<file path="config.mk">
export PLATFORM = sky130hd
export DESIGN_NAME = countdown_timer_ctrl
export DESIGN_NICKNAME = d
export VERILOG_FILES = /design/src/rtl/countdown_timer_ctrl.sv
export SDC_FILE = /design/constraint.sdc
export NUM_CORES = 1
export LEC_CHECK = 0
export CORE_ASPECT_RATIO = 0.9
export CORE_UTILIZATION = 49
export DETAILED_ROUTE_END_ITERATION = 8
export PLACE_DENSITY = 0.68
export SYNTH_ARGS = -nofsm -noshare
export SYNTH_HDL_FRONTEND = slang
export SYNTH_SLANG_ARGS = --single-unit
</file>
<file path="constraint.sdc">
create_clock -name clk -period 3.4 [get_ports clk]
set_input_delay 0.34 -clock clk [delete_from_list [all_inputs] [get_ports clk]]
set_output_delay 0.34 -clock clk [all_outputs]
set_load 0.02 [all_outputs]
</file>
<file path="src/rtl/countdown_timer_ctrl.sv">
// Countdown timer controller: preset/run/pause/alarm sequencing over a 0..MAX_COUNT
// count, with an internal tick prescaler and two registered seven-segment digit drivers.
module countdown_timer_ctrl #(
  parameter int unsigned TICK_DIV    = 12_000_000,
  parameter int unsigned MAX_COUNT   = 59,
  parameter int unsigned ALARM_TICKS = 5
) (
  input  logic       clk,
  input  logic       rst,
  input  logic       key_start,
  input  logic       key_inc,
  input  logic       key_dec,
  output logic [8:0] seg_led_1,
  output logic [8:0] seg_led_2,
  output logic       running,
  output logic       alarm
);

  localparam int unsigned CNT_W = 6;
  localparam int unsigned PRE_W = (TICK_DIV > 1) ? $clog2(TICK_DIV) : 1;
  localparam int unsigned ALM_W = (ALARM_TICKS > 1) ? $clog2(ALARM_TICKS + 1) : 1;

  localparam logic [CNT_W-1:0] MAX_VAL  = CNT_W'(MAX_COUNT);
  localparam logic [PRE_W-1:0] PRE_LAST = PRE_W'(TICK_DIV - 1);
  localparam logic [ALM_W-1:0] ALM_LAST = ALM_W'(ALARM_TICKS - 1);
  localparam logic [8:0]       SEG_ZERO = 9'h03F;

  typedef enum logic [1:0] {
    IDLE  = 2'd0,
    RUN   = 2'd1,
    PAUSE = 2'd2,
    DONE  = 2'd3
  } state_t;

  state_t           state;
  logic [CNT_W-1:0] preset;
  logic [CNT_W-1:0] count;
  logic [PRE_W-1:0] prescaler;
  logic [ALM_W-1:0] alarm_cnt;

  logic             tick;
  logic [CNT_W-1:0] preset_up;
  logic [CNT_W-1:0] preset_dn;
  logic [3:0]       tens;
  logic [3:0]       ones;

  // Prescaler only counts while timing; tick marks its last cycle.
  assign tick = ((state == RUN) || (state == DONE)) && (prescaler == PRE_LAST);

  // Wrap is decided by comparison first, so the preset never leaves 0..MAX_COUNT.
  assign preset_up = (preset == MAX_VAL) ? '0 : preset + CNT_W'(1);
  assign preset_dn = (preset == '0) ? MAX_VAL : preset - CNT_W'(1);

  // Digits come straight from the live count, so the display lags count by one edge.
  assign tens = 4'(count / CNT_W'(10));
  assign ones = 4'(count % CNT_W'(10));

  function automatic logic [6:0] seg7(input logic [3:0] digit);
    logic [6:0] pattern;
    case (digit)
      4'd0:    pattern = 7'h3F;
      4'd1:    pattern = 7'h06;
      4'd2:    pattern = 7'h5B;
      4'd3:    pattern = 7'h4F;
      4'd4:    pattern = 7'h66;
      4'd5:    pattern = 7'h6D;
      4'd6:    pattern = 7'h7D;
      4'd7:    pattern = 7'h07;
      4'd8:    pattern = 7'h7F;
      4'd9:    pattern = 7'h6F;
      default: pattern = 7'h00;
    endcase
    return pattern;
  endfunction

  // State, datapath and registered outputs; running/alarm follow the next state.
  always_ff @(posedge clk) begin
    if (rst) begin
      state     <= IDLE;
      preset    <= '0;
      count     <= '0;
      prescaler <= '0;
      alarm_cnt <= '0;
      running   <= 1'b0;
      alarm     <= 1'b0;
      seg_led_1 <= SEG_ZERO;
      seg_led_2 <= SEG_ZERO;
    end else begin
      seg_led_1 <= {2'b00, seg7(tens)};
      seg_led_2 <= {2'b00, seg7(ones)};

      if ((state == RUN) || (state == DONE)) begin
        prescaler <= tick ? '0 : prescaler + PRE_W'(1);
      end else begin
        prescaler <= '0;
      end

      case (state)
        IDLE: begin
          if (key_start && (preset != '0)) begin
            state     <= RUN;
            running   <= 1'b1;
            count     <= preset;
            prescaler <= '0;
          end else if (key_inc) begin
            preset <= preset_up;
            count  <= preset_up;
          end else if (key_dec) begin
            preset <= preset_dn;
            count  <= preset_dn;
          end else begin
            count <= preset;
          end
        end

        RUN: begin
          // The final tick takes priority over a coincident pause request.
          if (tick && (count == CNT_W'(1))) begin
            state     <= DONE;
            running   <= 1'b0;
            alarm     <= 1'b1;
            count     <= '0;
            prescaler <= '0;
            alarm_cnt <= '0;
          end else if (key_start) begin
            state     <= PAUSE;
            running   <= 1'b0;
            prescaler <= '0;
          end else if (tick) begin
            count <= count - CNT_W'(1);
          end
        end

        PAUSE: begin
          if (key_start) begin
            state     <= RUN;
            running   <= 1'b1;
            prescaler <= '0;
          end else if (key_inc || key_dec) begin
            state <= IDLE;
            count <= preset;
          end
        end

        DONE: begin
          count <= '0;
          if (key_start || (tick && (alarm_cnt == ALM_LAST))) begin
            state     <= IDLE;
            alarm     <= 1'b0;
            count     <= preset;
            alarm_cnt <= '0;
          end else if (tick) begin
            alarm_cnt <= alarm_cnt + ALM_W'(1);
          end
        end

        default: begin
          state     <= IDLE;
          running   <= 1'b0;
          alarm     <= 1'b0;
          count     <= preset;
          alarm_cnt <= '0;
        end
      endcase
    end
  end

endmodule
</file>
Run 1, M1 wires:
Supply wires on this layer in grey.
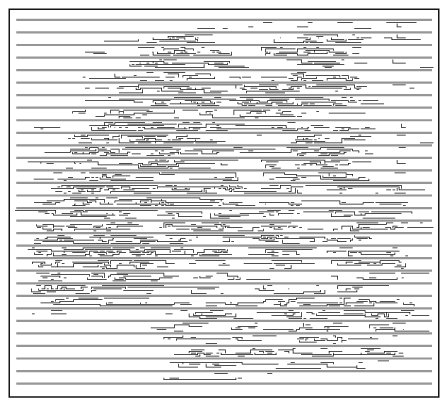
The wires run mostly horizontal. 449 nets have wire on it.
via count: 3180
met1 usage: 0.299

Run 1, met2 routing:
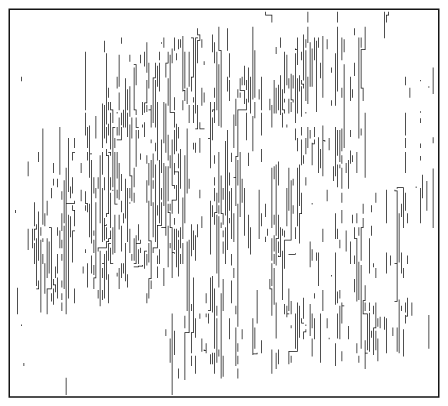
The layer holds 44% of the routed length. 396 nets have wire on it. The layer carries 3410 um of wire. The longest straight run is 31.6 um. The wires run mostly vertical.

==> reports/results.txt, run 1 <==
Global-route usage over all layers = 0.219
Top area contributor share = 0.314
# nets final = 499
Critical-path top delay cell = dfxtp_2
Post-synthesis async set-or-reset flop share = 0
Area grow syn2layout = 12.7%
Setup TNS Final = 0 ps
Total sequential power = 0.000980 W
Critical path class = reg -> reg
WHS Path Cells = 1
Die W = 92.8 um
Synth Seq Share = 0.314
DRC errors left = 0
Power Clock = 0.000775 W
Largest register FFs = 24
Placer Congestion = 0.855
Leading power group = combinational cells
Root Buffer = clkbuf_8
Die ar. = 0.00777 mm2
Critical Path RT = 3620 ps
Headroom to the max-slew limit = 0.420
Yosys Chip Area = 0.00364 mm2
Iter 0 DRT Violations = 124
Largest Register = prescaler
Critical path, cell by cell = inv_1, ha_1, a21oi_1, or3_1, a31oi_2, ha_1, a21boi_1, o2bb2ai_1, nand2b_1, a221o_1
Largest family of logic cells by area = simple AND/OR/NAND/NOR gates
Post-synth cell types = 74
And+or+nand+nor area frac = 0.251
Port Buffers = 20
Post-Synth XOR/XNOR Area = 0.0602
Cell Pwr Density = 828 mW/mm2
Switching share of power = 0.415
Status = finished clean
Hold EP = prescaler[0]$_SDFF_PP0_
FF-to-FF End = seg_led_2[0]$_SDFF_PP1_
Multiplexer share = 0.00275
Antenna Nets Post-Route = 0
Syn. warnings = 0
Period utilization = 0.890
Endpoint type of the worst setup path = register
Flops after synth = 57
Final Setup Violations = 0
Top flop regs = prescaler x24, seg_led_1 x7, seg_led_2 x7
H-tree levels = 3
Avg Inst Size Synth = 7.96 um2
Row cnt = 29
Yosys top cell by instances = nor2_1
Worst-case reg-to-reg path depth = 10
FP Core Util = 0.512
Clk latency late pin = 340 ps
Number of detailed-route iterations in the first pass = 4
Synthesized instance count = 457
OpenROAD warning count = 40
Number of global-route vias before repair = 3014
Dominant flop cell = dfxtp_1
Post CTS Setup Buffer Count = 0
Worst Hold Class = reg -> reg
Final clock skew = 7.86 ps
Slew Viols, Final = 0
Run 1, signal wires on met3:
Bar = 20 um. Cells faint in the background.
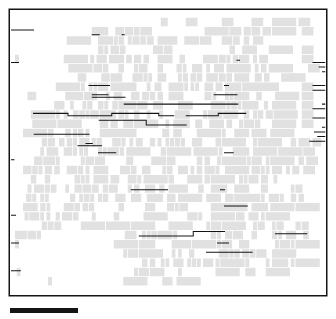
The layer carries 301 um of wire. The layer holds 3.9% of the routed length. The longest straight run is 33.4 um. The wires run mostly horizontal. 32 nets have wire on it.
Total Wirelength: 7760 um
met3 GRT Util: 0.0546

-- run 1: repair_timing --
action | CTS | global route
gates resized | 0 | 1
endpoints found under the setup margin | 0 | 1
hold buffers | 0 | 0
-- run 1: stage by stage --
step	cell area [um2]	setup WS, ps	hold slack (ps)	std cells	total power [W]
2_1_floorplan	3650	593	430	460	0.00221
3_3_place_gp	3860	380	445	554	0.00259
3_5_place_dp	3860	258	452	554	0.00261
4_1_cts	4100	242	468	570	0.00340
5_1_grt	4100	141	482	570	0.00369
6_report	4100	374	469	570	0.00339
-- run 1: layout make-up --
type | count | area (um2)
clock inverters | 5 | 103
flip-flops and latches | 57 | 1140
multi-input cells | 355 | 2250
fillers | 669 | 3010
well taps | 93 | 116
inverters | 22 | 95.1
repair buffers | 27 | 253
clock buffers | 11 | 141
-- run 1: worst max-delay path by stage --
stage / from / slack, ps / cells past startpoint / end
after floorplan: count[3]$_SDFFE_PP0P_ / 590 / 11 / seg_led_2[0]$_SDFF_PP1_
after global routing: count[4]$_SDFFE_PP0P_ / 140 / 10 / seg_led_2[0]$_SDFF_PP1_
after detailed placement: count[4]$_SDFFE_PP0P_ / 260 / 10 / seg_led_2[0]$_SDFF_PP1_
final: count[4]$_SDFFE_PP0P_ / 370 / 10 / seg_led_2[0]$_SDFF_PP1_
after global placement: count[4]$_SDFFE_PP0P_ / 380 / 10 / seg_led_2[0]$_SDFF_PP1_
after CTS: count[4]$_SDFFE_PP0P_ / 240 / 10 / seg_led_2[0]$_SDFF_PP1_
-- run 1: per-layer routing --
layer / share of wire / global-route usage / up-vias
li1: - / - / 1634
met1: 0.51 / 0.299 / 1476
met2: 0.44 / 0.338 / 56
met3: 0.039 / 0.0546 / 14
met4: 0.016 / 0.0685 / 0
met5: 0 / 0 / -
Run 1, clock routing:
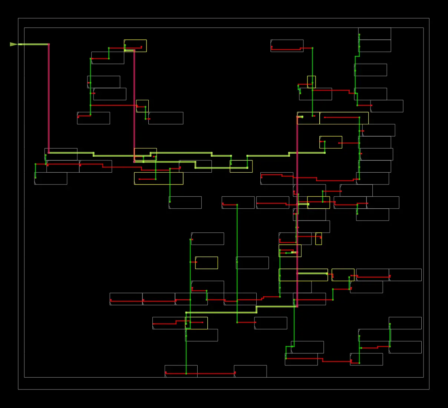

==> run 2: changes to the inputs <==
Settings changed: ABC_AREA from default to 1, CTS_CLUSTER_DIAMETER from default to 30, HOLD_SLACK_MARGIN from default to 0.15.
Run 2, clock routing:
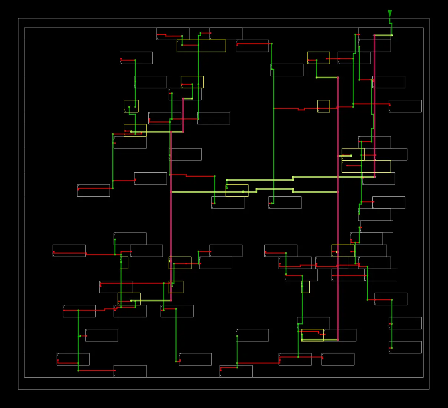
total CTS buffers: 9
final clock skew: 10.7 ps
clkbuf count: 9
Power Clock: 0.000712 W
seq_cells: 57

==> run 2 against run 1 <==
Net effect:
- critical path depth grew 8
- clock power fell by 8.1%
- clock skew grew 2.9 ps
- synthesized cell count grew 14%
- sequential cell count is the same
- sequential power down 2%
- highest routed layer unchanged
- hold slack got worse by 25 ps
- sequential share of layout area is essentially flat
- critical path type unchanged
- largest cell class unchanged
- clock-buffer cell count decreased by 2
- first-iteration DRC count up 33%
- non-clock buffer count is 7 lower
- register-to-register slack improved by 450 ps
==> reports/results.txt, run 2 <==
Period utilization = 0.757 (-0.133)
Worst-case reg-to-reg path depth = 18 (+8)
Flops after synth = 57 (unchanged)
# nets final = 570 (+14%)
FMAX = 388 MHz
And+or+nand+nor area frac = 0.358 (+0.106)
GR peak layer = met2
Setup WS post-layout = 826 ps (+451 ps)
Die ar. = 0.00778 mm2 (about the same)
Yosys Chip Area = 0.00364 mm2 (about the same)
Crit path max-delay family = simple AND/OR/NAND/NOR gates
Cell Pwr Density = 889 mW/mm2 (+7.4%)
Iter 0 DRT Violations = 165 (+33%)
Die W = 92.9 um (about the same)
Placer Congestion = 0.948 (+11%)
Total power = 0.00365 W (+7.4%)
Largest register FFs = 24 (unchanged)
Dpl cell area = 0.00388 mm2 (+0.62%)
DRC errors left = 0 (unchanged)
Port Buffers = 20 (unchanged)
Syn. warnings = 0 (unchanged)
Number of detailed-route iterations in the first pass = 4 (unchanged)
Number of enable flip-flop cells = 0
Clk latency late pin = 360 ps (+20 ps)
Min Hold Slack = 443 ps (-25.2 ps)
Top area contributor share = 0.314 (about the same)
RSZ-0062 raised after global routing = false
Critical Path Stages = 18 (+8)
Antenna Nets Post-Route = 0 (unchanged)
OpenROAD warning count = 40 (unchanged)
Worst Hold Class = reg -> reg
Area grow syn2layout = 12.6% (about the same)
Met3 GRT Util = 0.0510 (-0.00364)
Slew Viols, Final = 0 (unchanged)
Multiplexer share = 0 (-0.00275)
Critical path class = reg -> reg
Yosys top cell by instances = nand2_1
Fa+ha+maj area frac = 0.0756
DP Cell Count = 625 (+13%)
Largest family of logic cells by area = simple AND/OR/NAND/NOR gates
Headroom to the max-slew limit = 0.586 (+0.166)
FF-to-FF End = seg_led_2[3]$_SDFF_PP1_
Post-synth cell types = 37 (-50%)
Critical Path RT = 3640 ps (+20 ps)
Worst-Margin Slew = 619 ps
FP Core Util = 0.512 (about the same)
Leak = 1.74 nW
Critical-path top delay cell = dfxtp_1
Synth Seq Share = 0.314 (about the same)
Status = finished clean
Critical path, cell by cell = inv_1, ha_1, nand2_1, nand2_1, inv_1, nand2_2, nand2_4, nand2_2, nand2_2, inv_2, nand2_4, nand2_4, nand2_1, nand2_2, inv_1, ha_1, o21ai_1, o21ai_2
Complex Gates by Area = 0.0980
Post-Synth XOR/XNOR Area = 0.0578 (-0.00243)
Met1 usage = 0.291 (-0.00767)
Total Wirelength = 7610 um (-2.0%)
Row cnt = 29 (unchanged)
Cell type with the largest total area = dfxtp_1
Final Setup Violations = 0 (unchanged)
Largest net degree at the start of global routing = 20
Global-route usage over all layers = 0.220 (+0.000681)
Top flop regs = prescaler x24, seg_led_1 x7, seg_led_2 x7
Filler cell count = 687 (+2.7%)
Pre-CTS setup slack = 856 ps (+598 ps)
Post-CTS Hold Buffers = 0 (unchanged)
Number of global-route vias before repair = 3008 (-0.20%)
Setup TNS Final = 0 ps (unchanged)
Post-Layout Cell Count = 641 (+12%)
Dominant flop cell = dfxtp_1
H-tree levels = 3 (unchanged)
Post-cts resize count = 0 (unchanged)
Via count = 3266 (+2.7%)
Largest Register = prescaler
Synthesized instance count = 523 (+14%)
Top cells by count = nand2_1 (100), nor2_1 (70), inv_1 (61), dfxtp_1 (57), nand3_1 (42)
Root Buffer = clkbuf_8
Post-synthesis async set-or-reset flop share = 0 (unchanged)
TritonCTS clock tree = yes
CP Capture Point = seg_led_2[3]$_SDFF_PP1_
CP Launch Point = count[3]$_SDFFE_PP0P_
Final instance area = 0.00410 mm2 (about the same)
GR Util met2 = 0.338 (-0.000668)
Post CTS Setup Buffer Count = 0 (unchanged)
Die Y-Extent = 83.8 um
Grt total ovfl = 0
Endpoint type of the worst setup path = register
Avg Inst Size Synth = 6.96 um2 (-13%)
==> run 2: netlist changes by cell type after synthesis, sizes merged, moves of 6 or more <==
cell,change
nand2,+72
xor2,+6
and3,-8
nor2,+13
xnor2,-7
a21oi,-9
o21ai,-8
nand3,+28
inv,+43
clkbuf,-9
==> run 2: worst min-delay path by stage <==
stage	depth (start not counted)	start	slack (ps)	endpoint
final	1	prescaler[0]$_SDFF_PP0_	440	prescaler[0]$_SDFF_PP0_
after CTS	1	prescaler[0]$_SDFF_PP0_	450	prescaler[0]$_SDFF_PP0_
after global routing	2	running$_SDFFE_PP0P_	490	running$_SDFFE_PP0P_
after global placement	1	prescaler[0]$_SDFF_PP0_	430	prescaler[0]$_SDFF_PP0_
after floorplan	1	rst	410	state[1]$_SDFFE_PP0P_
after detailed placement	1	prescaler[0]$_SDFF_PP0_	440	prescaler[0]$_SDFF_PP0_
==> run 2: cell type report <==
class	count	area [um2]	share of cell area
inverters	66	263	0.0641
clock inverters	7	95.1	0.0232
repair buffers	20	200	0.0488
clock buffers	9	124	0.0302
flip-flops and latches	57	1140	0.278
multi-input cells	389	2160	0.527
well taps	93	116	0.0284
==> run 2: routing by layer <==
metal / routed length, um / vias to the layer above
li1: - / 1724
met4: 155 / 0
met1: 3860 / 1434
met2: 3210 / 93
met5: 0 / -
met3: 386 / 15
==> run 2: report_power, final <==
part	switching [W]	total (W)	internal [W]
logic	0.00124	0.00197	0.000734
clock network	0.000300	0.000712	0.000412
registers	0.000146	0.000960	0.000815
total	0.00168	0.00365	0.00196
Power is estimated from default activity; no workload was simulated.
